## src/rtl/pc_sequencer_if.sv

```systemverilog
// Control and fetch-address bundle between decode/execute and the PC sequencer.
interface pc_sequencer_if;
    logic        stall;
    logic        branch_taken;
    logic [31:0] branch_target;
    logic        jump;
    logic [31:0] jump_target;
    logic        halt;
    logic        resume;
    logic        trap_req;
    logic        trap_ack;
    logic [31:0] epc;
    logic [31:0] pc;
    logic        pc_valid;
    logic [1:0]  state;

    modport master (
        output stall, branch_taken, branch_target, jump, jump_target,
               halt, resume, trap_req,
        input  trap_ack, epc, pc, pc_valid, state
    );

    modport slave (
        input  stall, branch_taken, branch_target, jump, jump_target,
               halt, resume, trap_req,
        output trap_ack, epc, pc, pc_valid, state
    );
endinterface

```

## src/rtl/pc_sequencer.sv

```systemverilog
// Program-counter sequencer: owns the word-addressed PC and picks the next fetch address.
// Optional trap support (trap vector, epc, trap_ack) is compiled in with `define PC_TRAP_EN.
module pc_sequencer #(
    parameter logic [31:0] RESET_VECTOR = 32'd0,
    parameter logic [31:0] TRAP_VECTOR  = 32'd64
) (
    input  logic            clk,
    input  logic            rst,
    pc_sequencer_if.slave   bus
);
    localparam int unsigned PC_W = 32;

    typedef enum logic [1:0] {
        ST_BOOT = 2'd0,
        ST_RUN  = 2'd1,
        ST_HALT = 2'd2
    } state_e;

    state_e            state_q, state_d;
    logic [PC_W-1:0]   pc_q, pc_d, pc_inc;
    logic [PC_W-1:0]   epc_q, epc_d;
    logic              pc_valid_q, pc_valid_d;
    logic              trap_req_en;
    logic              trap_take;

`ifdef PC_TRAP_EN
    assign trap_req_en = bus.trap_req;
`else
    logic unused_trap;
    assign trap_req_en = 1'b0;
    assign unused_trap = ^{bus.trap_req, TRAP_VECTOR};
`endif

    // Wraps silently at 32'hFFFFFFFF
    assign pc_inc = pc_q + PC_W'(1);

    always_ff @(posedge clk or posedge rst) begin
        if (rst) begin
            state_q    <= ST_BOOT;
            pc_q       <= RESET_VECTOR;
            epc_q      <= '0;
            pc_valid_q <= 1'b0;
        end else begin
            state_q    <= state_d;
            pc_q       <= pc_d;
            epc_q      <= epc_d;
            pc_valid_q <= pc_valid_d;
        end
    end

    always_comb begin
        state_d   = state_q;
        pc_d      = pc_q;
        epc_d     = epc_q;
        trap_take = 1'b0;
        case (state_q)
            ST_BOOT: state_d = ST_RUN;
            // Redirects outrank stall; stall only blocks the sequential increment
            ST_RUN: begin
                if (trap_req_en) begin
                    trap_take = 1'b1;
                    pc_d      = TRAP_VECTOR;
                    epc_d     = pc_q;
                end else if (bus.halt) begin
                    state_d = ST_HALT;
                end else if (bus.jump) begin
                    pc_d = bus.jump_target;
                end else if (bus.branch_taken) begin
                    pc_d = bus.branch_target;
                end else if (!bus.stall) begin
                    pc_d = pc_inc;
                end
            end
            // Halted at pc; the interrupted instruction is the one after it
            ST_HALT: begin
                if (trap_req_en) begin
                    trap_take = 1'b1;
                    pc_d      = TRAP_VECTOR;
                    epc_d     = pc_inc;
                    state_d   = ST_RUN;
                end else if (bus.resume) begin
                    pc_d    = pc_inc;
                    state_d = ST_RUN;
                end
            end
            default: state_d = ST_BOOT;
        endcase
        pc_valid_d = (state_d == ST_RUN);
    end

    assign bus.pc       = pc_q;
    assign bus.epc      = epc_q;
    assign bus.pc_valid = pc_valid_q;
    assign bus.state    = state_q;
    assign bus.trap_ack = trap_take;
endmodule
```

## src/flat_wrapper.sv

```systemverilog
// flat-port wrapper written by rule: the top's interface ports become plain ports
module pc_sequencer_flat 
#(
    parameter logic [31:0] RESET_VECTOR = 32'd0,
    parameter logic [31:0] TRAP_VECTOR  = 32'd64
)
  (clk, rst, bus_stall, bus_branch_taken, bus_branch_target, bus_jump, bus_jump_target, bus_halt, bus_resume, bus_trap_req, bus_trap_ack, bus_epc, bus_pc, bus_pc_valid, bus_state);
  pc_sequencer_if bus_i ();
  input  logic clk;
  input  logic rst;
  input wire logic [$bits(bus_i.stall)-1:0] bus_stall;
  input wire logic [$bits(bus_i.branch_taken)-1:0] bus_branch_taken;
  input wire logic [$bits(bus_i.branch_target)-1:0] bus_branch_target;
  input wire logic [$bits(bus_i.jump)-1:0] bus_jump;
  input wire logic [$bits(bus_i.jump_target)-1:0] bus_jump_target;
  input wire logic [$bits(bus_i.halt)-1:0] bus_halt;
  input wire logic [$bits(bus_i.resume)-1:0] bus_resume;
  input wire logic [$bits(bus_i.trap_req)-1:0] bus_trap_req;
  output wire logic [$bits(bus_i.trap_ack)-1:0] bus_trap_ack;
  output wire logic [$bits(bus_i.epc)-1:0] bus_epc;
  output wire logic [$bits(bus_i.pc)-1:0] bus_pc;
  output wire logic [$bits(bus_i.pc_valid)-1:0] bus_pc_valid;
  output wire logic [$bits(bus_i.state)-1:0] bus_state;
  assign bus_i.stall = bus_stall;
  assign bus_i.branch_taken = bus_branch_taken;
  assign bus_i.branch_target = bus_branch_target;
  assign bus_i.jump = bus_jump;
  assign bus_i.jump_target = bus_jump_target;
  assign bus_i.halt = bus_halt;
  assign bus_i.resume = bus_resume;
  assign bus_i.trap_req = bus_trap_req;
  assign bus_trap_ack = bus_i.trap_ack;
  assign bus_epc = bus_i.epc;
  assign bus_pc = bus_i.pc;
  assign bus_pc_valid = bus_i.pc_valid;
  assign bus_state = bus_i.state;
  pc_sequencer #(.RESET_VECTOR(RESET_VECTOR), .TRAP_VECTOR(TRAP_VECTOR)) u_core (.clk(clk), .rst(rst), .bus(bus_i));
endmodule
```

## config.mk

```make
export PLATFORM = sky130hd
export DESIGN_NAME = pc_sequencer_flat
export DESIGN_NICKNAME = d
export VERILOG_FILES = /design/src/rtl/pc_sequencer_if.sv /design/src/rtl/pc_sequencer.sv /design/src/flat_wrapper.sv
export SDC_FILE = /design/constraint.sdc
export NUM_CORES = 1
export LEC_CHECK = 0
export CORE_ASPECT_RATIO = 0.5
export CORE_MARGIN = 1
export CORE_UTILIZATION = 30
export CTS_BUF_LIST = sky130_fd_sc_hd__clkbuf_4 sky130_fd_sc_hd__clkbuf_8
export CTS_CLUSTER_DIAMETER = 100
export DETAILED_ROUTE_END_ITERATION = 10
export GPL_ROUTABILITY_DRIVEN = 0
export GPL_TIMING_DRIVEN = 0
export HOLD_SLACK_MARGIN = 0.02
export PLACE_DENSITY = 0.64
export SYNTH_ARGS = -nofsm -noshare
export SYNTH_HDL_FRONTEND = slang
export SYNTH_SLANG_ARGS = --single-unit
```

## constraint.sdc

```tcl
create_clock -name clk -period 5.1 [get_ports clk]
set_input_delay 1.02 -clock clk [delete_from_list [all_inputs] [get_ports clk]]
set_output_delay 1.02 -clock clk [all_outputs]
set_load 0.01 [all_outputs]
```

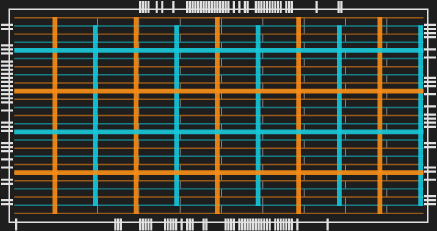
**Above:** PDN straps and rails.
Pins as bars on the die edge. Tap cells in grey.
colour	net
cyan	VDD
orange	VSS
rows	24
tap cells	117
signal pins	140

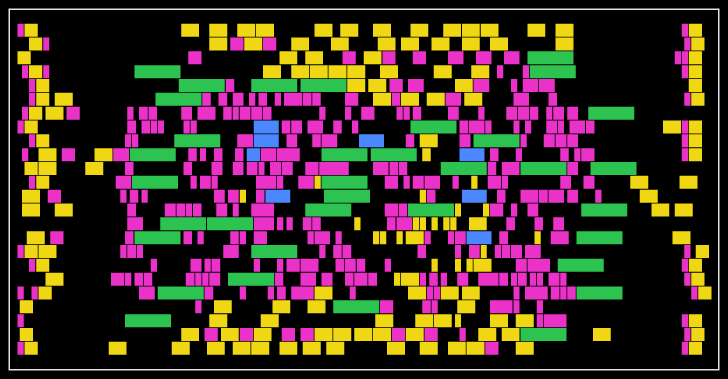
**Above:** placement by cell class.
colour	class	cells	share of their area
magenta	remaining logic cells	305	42%
green	registers	35	21%
yellow	remaining buffers and delay cells	160	34%
blue	clock drivers and dummy loads	8	2.5%

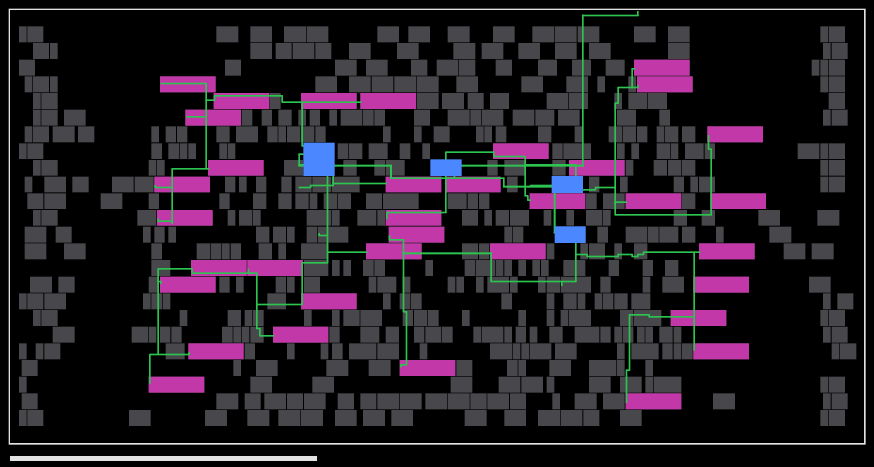
**Above:** routed clock nets over the placement.
Bar = 50 um.
[green] clock wires | length: 576 um
[magenta] flip-flops | count: 35
[blue] clock-net drivers | count: 5
routed clock nets	6

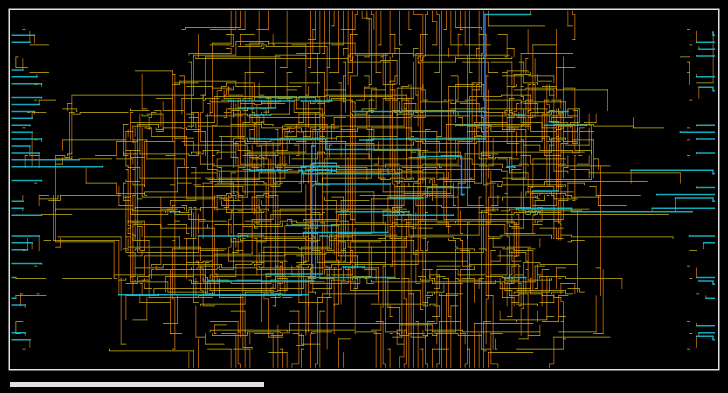
**Above:** metal layers overlaid.
Bar = 50 um.
colour	layer	wire length
blue	M4	58.5 um
orange	M2	4730 um
cyan	M3	700 um
yellow	M1	4620 um
via count: 3278
Routed WL per cell: 16.2 um
routed wire length: 10100 um
gr usage total: 20.3%

==> layer usage <==
metal	share of wire [%]	global-route usage, %	up-vias
met4	0.57	2.84	0
met3	6.9	3.52	6
met1	46	28.5	1571
met2	47	33.6	136
met5	0	0	-
li1	-	-	1565
==> registers in the layout, indices dropped and copies added (netlist names) <==
signal,flops
u_core.bus.pc,32
u_core.bus.state,2
u_core.bus.pc_valid,1
==> how the worst max path moves through the flow <==
| stage | end | slack [ns] |
|---|---|---|
| after floorplan | u_core.bus.pc[28] | 2.62 |
| after detailed placement | u_core.bus.pc[26] | 1.77 |
| after CTS | u_core.bus.pc[26] | 2.08 |
| after global routing | u_core.bus.pc[26] | 1.84 |
| after global placement | u_core.bus.pc[11] | 1.82 |
| final | u_core.bus.pc[26] | 2.01 |
==> flow_summary_export.csv <==
group,metric,value,unit
sta,rsz0062_at_grt,"no",
clocking,cts_max_level,2,
pwr,pwr-share-comb,57.9,%
layout,nFlopsAndLatches,35,
synthesis,synth_xor_xnor_area_share,0,%
pwr,p_per_area,471,mW/mm^2
pwr,pwr-share-seq,30.0,%
synthesis,top_logic_kind,"AND-OR/OR-AND gates",
synthesis,synth_warnings,0,
synthesis,yosysChipArea,0.00282,sq mm
layout,layout_top_cells,"clkdlybuf4s50_1 (104), nor2_1 (40), dfrtp_1 (35)",
synthesis,compound_area_share,29.6,%
synthesis,async_flop_share,100,%
run,cap_violations,0,
global_routing,grt_max_degree,36,
layout,clock_buffers,8,
outcome,run_status,"finished, violations left",
outcome,violations,"design-rule violations",
synthesis,synth_seq_share,31.0,%
synthesis,edf_count,0,
layout,fin_util,47.5,%
sta,fin_skew,0.00646,ns
layout,comb_area_share,39.9,%
place,dp_hpwl,7520,um
die,chipArea,0.00983,sq mm
clocking,worst_skew_pair.late_latency,0.29,ns
layout,nFillCells,906,
layout,largest_class,"combinational gates",
worst_setup_path,worstSetupEndpointType,"register",
routing,drt-initial-drc-count,263,
pwr,seq-power,0.599,mW
worst_setup_path,cp_max_fo,10,
clocking,cts_hold_buf,0,
worst_setup_path,crit_start,"bus_branch_taken",
die,rows,24,
min_path,holdPathEnd,"u_core.bus.pc[19]",
clocking,clkSlewWorstSetupHoldPaths,0.08,ns
clocking,cts-buffers-inserted,5,
routing,drc_errors,6,
sta,period_needed,3.09,ns
sta,tightest_slew,1.18,ns
worst_setup_path,required,5.26,ns
synthesis,syn_inst,364,
layout,lay_top_count,"clkdlybuf4s50_1",
Power and IR drop assume default switching activity.
